$ cat src/rtl/lc3_mem_arbiter.sv
`default_nettype none
// ============================================================================
// Module  : lc3_mem_arbiter
// Brief   : Two-port (CPU / loader) arbiter for the single-port LC-3 memory.
// Revision: 1.0 - initial release
// ============================================================================
module lc3_mem_arbiter #(
    parameter int ADDR_W       = 16,
    parameter int DATA_W       = 16,
    parameter int WAIT_CYCLES  = 1,
    parameter int CPU_PRIORITY = 0
) (
    input  logic              CLK,
    input  logic              RESET_N,
    input  logic              C_REQ,
    input  logic              C_WE,
    input  logic [ADDR_W-1:0] C_ADDR,
    input  logic [DATA_W-1:0] C_WDATA,
    output logic              C_ACK,
    input  logic              L_REQ,
    input  logic              L_WE,
    input  logic [ADDR_W-1:0] L_ADDR,
    input  logic [DATA_W-1:0] L_WDATA,
    output logic              L_ACK,
    output logic [DATA_W-1:0] RDATA,
    output logic              BUSY,
    output logic              GNT_ID,
    output logic              MEM_EN,
    output logic              MEM_WE,
    output logic [ADDR_W-1:0] MEM_ADDR,
    output logic [DATA_W-1:0] MEM_WDATA,
    input  logic [DATA_W-1:0] MEM_RDATA
);

    localparam logic [3:0] c_wait_init = 4'(WAIT_CYCLES);
    localparam logic       c_cpu_pri   = (CPU_PRIORITY != 0);

    typedef enum logic [1:0] {
        S_IDLE   = 2'd0,
        S_ACCESS = 2'd1,
        S_DONE   = 2'd2
    } state_t;

    state_t     r_state;
    logic [3:0] r_wait_cnt;
    logic       r_prefer_l;
    logic       w_any_req;
    logic       w_pick_l;

    // A lone requester always wins; the round-robin pointer only breaks ties.
    always_comb begin
        w_any_req = C_REQ | L_REQ;
        if (C_REQ && L_REQ) begin
            w_pick_l = c_cpu_pri ? 1'b0 : r_prefer_l;
        end else begin
            w_pick_l = L_REQ;
        end
    end

    // MEM_* registers double as the latched request, held steady through ACCESS.
    always_ff @(posedge CLK or negedge RESET_N) begin
        if (!RESET_N) begin
            r_state    <= S_IDLE;
            r_wait_cnt <= 4'd0;
            r_prefer_l <= 1'b0;
            C_ACK      <= 1'b0;
            L_ACK      <= 1'b0;
            RDATA      <= '0;
            BUSY       <= 1'b0;
            GNT_ID     <= 1'b0;
            MEM_EN     <= 1'b0;
            MEM_WE     <= 1'b0;
            MEM_ADDR   <= '0;
            MEM_WDATA  <= '0;
        end else begin
            case (r_state)
                S_IDLE: begin
                    if (w_any_req) begin
                        GNT_ID     <= w_pick_l;
                        r_prefer_l <= ~w_pick_l;
                        MEM_EN     <= 1'b1;
                        MEM_WE     <= w_pick_l ? L_WE    : C_WE;
                        MEM_ADDR   <= w_pick_l ? L_ADDR  : C_ADDR;
                        MEM_WDATA  <= w_pick_l ? L_WDATA : C_WDATA;
                        r_wait_cnt <= c_wait_init;
                        BUSY       <= 1'b1;
                        r_state    <= S_ACCESS;
                    end
                end
                S_ACCESS: begin
                    if (r_wait_cnt == 4'd0) begin
                        if (!MEM_WE) begin
                            RDATA <= MEM_RDATA;
                        end
                        MEM_EN    <= 1'b0;
                        MEM_WE    <= 1'b0;
                        MEM_ADDR  <= '0;
                        MEM_WDATA <= '0;
                        C_ACK     <= ~GNT_ID;
                        L_ACK     <= GNT_ID;
                        r_state   <= S_DONE;
                    end else begin
                        r_wait_cnt <= r_wait_cnt - 4'd1;
                    end
                end
                S_DONE: begin
                    C_ACK   <= 1'b0;
                    L_ACK   <= 1'b0;
                    BUSY    <= 1'b0;
                    r_state <= S_IDLE;
                end
                default: begin
                    r_state <= S_IDLE;
                end
            endcase
        end
    end

endmodule
`default_nettype wire

$ cat config.mk
export PLATFORM = sky130hd
export DESIGN_NAME = lc3_mem_arbiter
export DESIGN_NICKNAME = d
export VERILOG_FILES = /design/src/rtl/lc3_mem_arbiter.sv
export SDC_FILE = /design/constraint.sdc
export NUM_CORES = 1
export LEC_CHECK = 0
export CAP_MARGIN = 20
export CORE_UTILIZATION = 41
export DETAILED_ROUTE_END_ITERATION = 6
export PLACE_DENSITY = 0.84
export SYNTH_ARGS = -nofsm -noshare
export SYNTH_HDL_FRONTEND = slang
export SYNTH_SLANG_ARGS = --single-unit
$ cat constraint.sdc
create_clock -name CLK -period 2.65 [get_ports CLK]
set_clock_uncertainty 0.15 [all_clocks]
set_input_delay 0.265 -clock CLK [delete_from_list [all_inputs] [get_ports CLK]]
set_output_delay 0.265 -clock CLK [all_outputs]
set_load 0.01 [all_outputs]
==> deck_impl_summary.md <==
Key Metrics from the Run

Synthesis
  • EDFF count, synth: 0
  • Yosys cell count: 276
  • Syn Area/Cell: 10.5 sq um
  • Ys flops: a little over 60
  • Distinct lib cells: 31
  • Cells after synthesis: 276
  • Area leader, netlist: dfrtp_1
  • Dominant register cell: dfrtp_1
  • Yosys Chip Area: 2900 sq um
  • Top cells by area: dfrtp_1 53%, a21oi_1 11%, o32ai_1 10%
  • Synthesized area: 2900 sq um
  • Top cells by count: 66 x a21oi_1, 61 x dfrtp_1, 36 x inv_1
  • Mapped Nets: 364

Power
  • Leakage Power: 1.90 nW
  • Clk. pwr: 0.902 mW
  • Clock share of power: roughly 18%
  • VDD IR-drop max: 0.428 mV
  • P_comb: 2.41 mW
  • Top pwr grp: combinational cells
  • Pwr dens: 1080 nW/um^2
  • Switch share: a little over a third
  • Seq pwr share: about a third

Cells and area
  • Area Overhead vs Synth: 57.3%
  • Layout Nets: between 400 and 500
  • Combinational Area: 1120 sq um
  • Largest regs: MEM_ADDR x16, MEM_WDATA x16, RDATA x16
  • Most frequent logic cell in the layout: clkdlybuf4s50_1
  • Fillers: 548
  • # diodes: 0
  • FF/Latch Area: 1530 sq um

Timing
  • RSZ-0062 raised after global routing: no
  • Max Freq: roughly 430 MHz
  • Tcrit/Tclk final: between 80 and 90%
  • Final setup viols: 0
  • Final hold violation count: 0
  • Worst slew pin tran: 0.601 ns
  • Slew HR: 60.0%
  • Post-route setup slack: 0.340 ns
  • Setup tns final: 0 ns

Floorplanning
  • Core area: 6830 sq um
  • Placement row count: 30
  • I/O pin count: 140
  • Die H: 86.1 um
  • Total die size: between 7000 and 8000 sq um
  • Fp util: 42.5%

Clock tree
  • Root Buffer: clkbuf_8
  • Hold_buf cts: 1
  • CTS buffer count: 9
  • Clock Path Buffers: 2
  • Reg clk slew, reported paths: 0.07 ns
  • Clock Sinks: 61

Critical path
  • FF-to-FF path depth: 6
  • CP Cell Sequence: inv_1, ha_1, or3b_1, a211oi_4, buf_4, o32ai_1
  • Required @ worst endpoint: 2.68 ns
  • Largest delay share family, worst path: simple AND/OR/NAND/NOR gates
  • Critical-path top delay cell: or3b_1
  • Crit path kind: register to register
  • Crit. path cell count: 6
  • Crit path buf inv count: 2
  • CP startpoint: r_wait_cnt[0]$_DFFE_PN0P_
  • Reg2Reg Capture Point: MEM_ADDR[0]$_DFFE_PN0P_
  • Worst Path Max Fanout: 33

Hold path
  • Hold/Removal Path Class: input pin to register
  • WHS Endpoint: GNT_ID$_DFFE_PN0P_

Detailed routing
  • Pre-Repair DR Iteration Count: 4
  • Drt first-iter violations: 129
  • Met3 WL post-DR: roughly 640 um
  • Met2 WL: ~4000 um
  • DR WL/cell: 15.9 um
  • Antenna-violating nets left: 0
  • DRC Markers: 0

GRT
  • GRT busiest layer: met2
  • Largest net degree at the start of global routing: 64
  • Grt total ovfl: 0
  • First-pass GRT wire length: 12700 um
  • Vias in the first global route: between 2000 and 3000

Outcome
  • Status: finished, final reports clean

Place
  • Post-Place Setup Slack: roughly 0.31 ns
  • Detailed placement HPWL: 5570 um
  • Port bufs: approximately 140

Job
  • Stage-log warning count: 27
==> cell families after synthesis <==
group / Yosys count / share of synthesized area [%]
multiplexers: 19 / 8.58
flip-flops: 61 / 52.6
adder cells (fa/ha/maj): 2 / 0.862
AND/OR/NAND/NOR: 22 / 4.31
buffers and inverters: 60 / 9.01
AND-OR/OR-AND: 112 / 24.7
==> metrics by stage <==
stage | power [mW] | instances
floorplan | 2.94 | 276
global placement | 3.95 | 495
detailed placement | 4.05 | 495
CTS | 4.96 | 512
global route | 5.21 | 512
finish | 4.93 | 512
==> area by class of cell <==
class	instances	area share, %
clock buffer	9	2.71
clock inverter	7	1.97
inverter	36	2.96
multi-input combinational	155	24.5
sequential	61	33.4
tap	96	2.63
timing repair buffer	148	31.8
M2 wires:
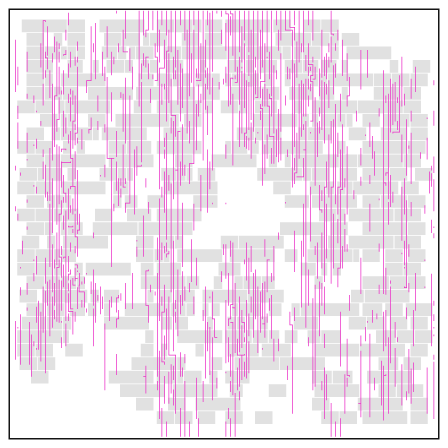
main direction: vertical
wire length on this layer: 4020 um

Routed metal, one color a layer:
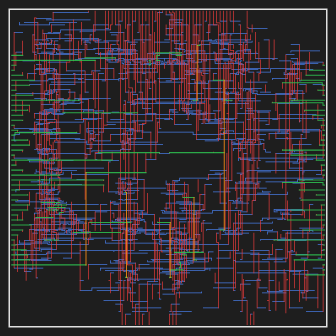
[metal 3] green | wire length: 639 um
[metal 4] orange | wire length: 136 um
[metal 2] red | wire length: 4020 um
[metal 1] blue | wire length: 3370 um

Routing congestion map:
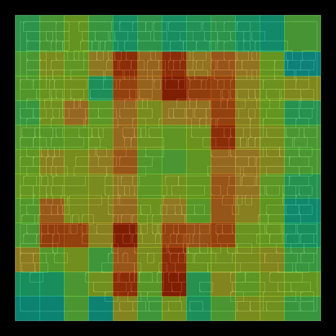
GRT Total Usage: 22.1%
met2 usage: 37.3%
utilization after layout: 66.8%

Signal wires on met3:
The bar under the picture is 20 um long.
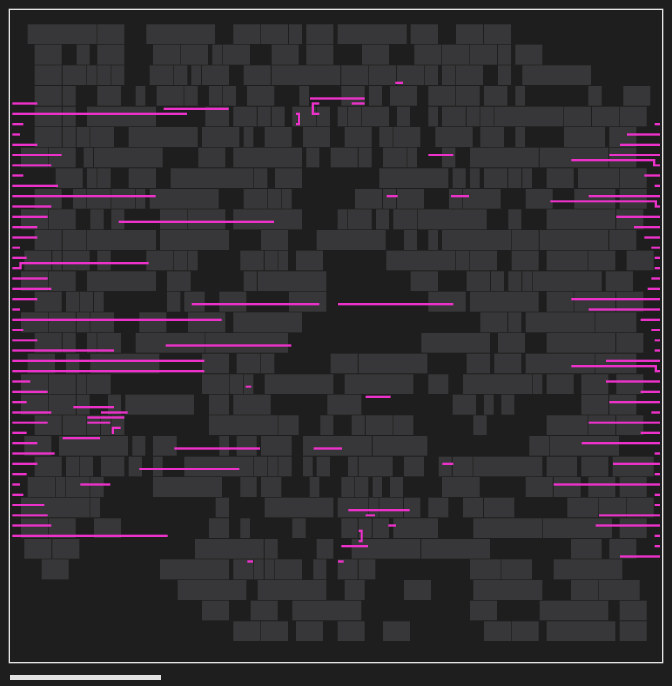
longest straight run: 27.4 um
wire length on this layer: 639 um
nets with wire on the layer: 105

Power and IR drop assume default switching activity.
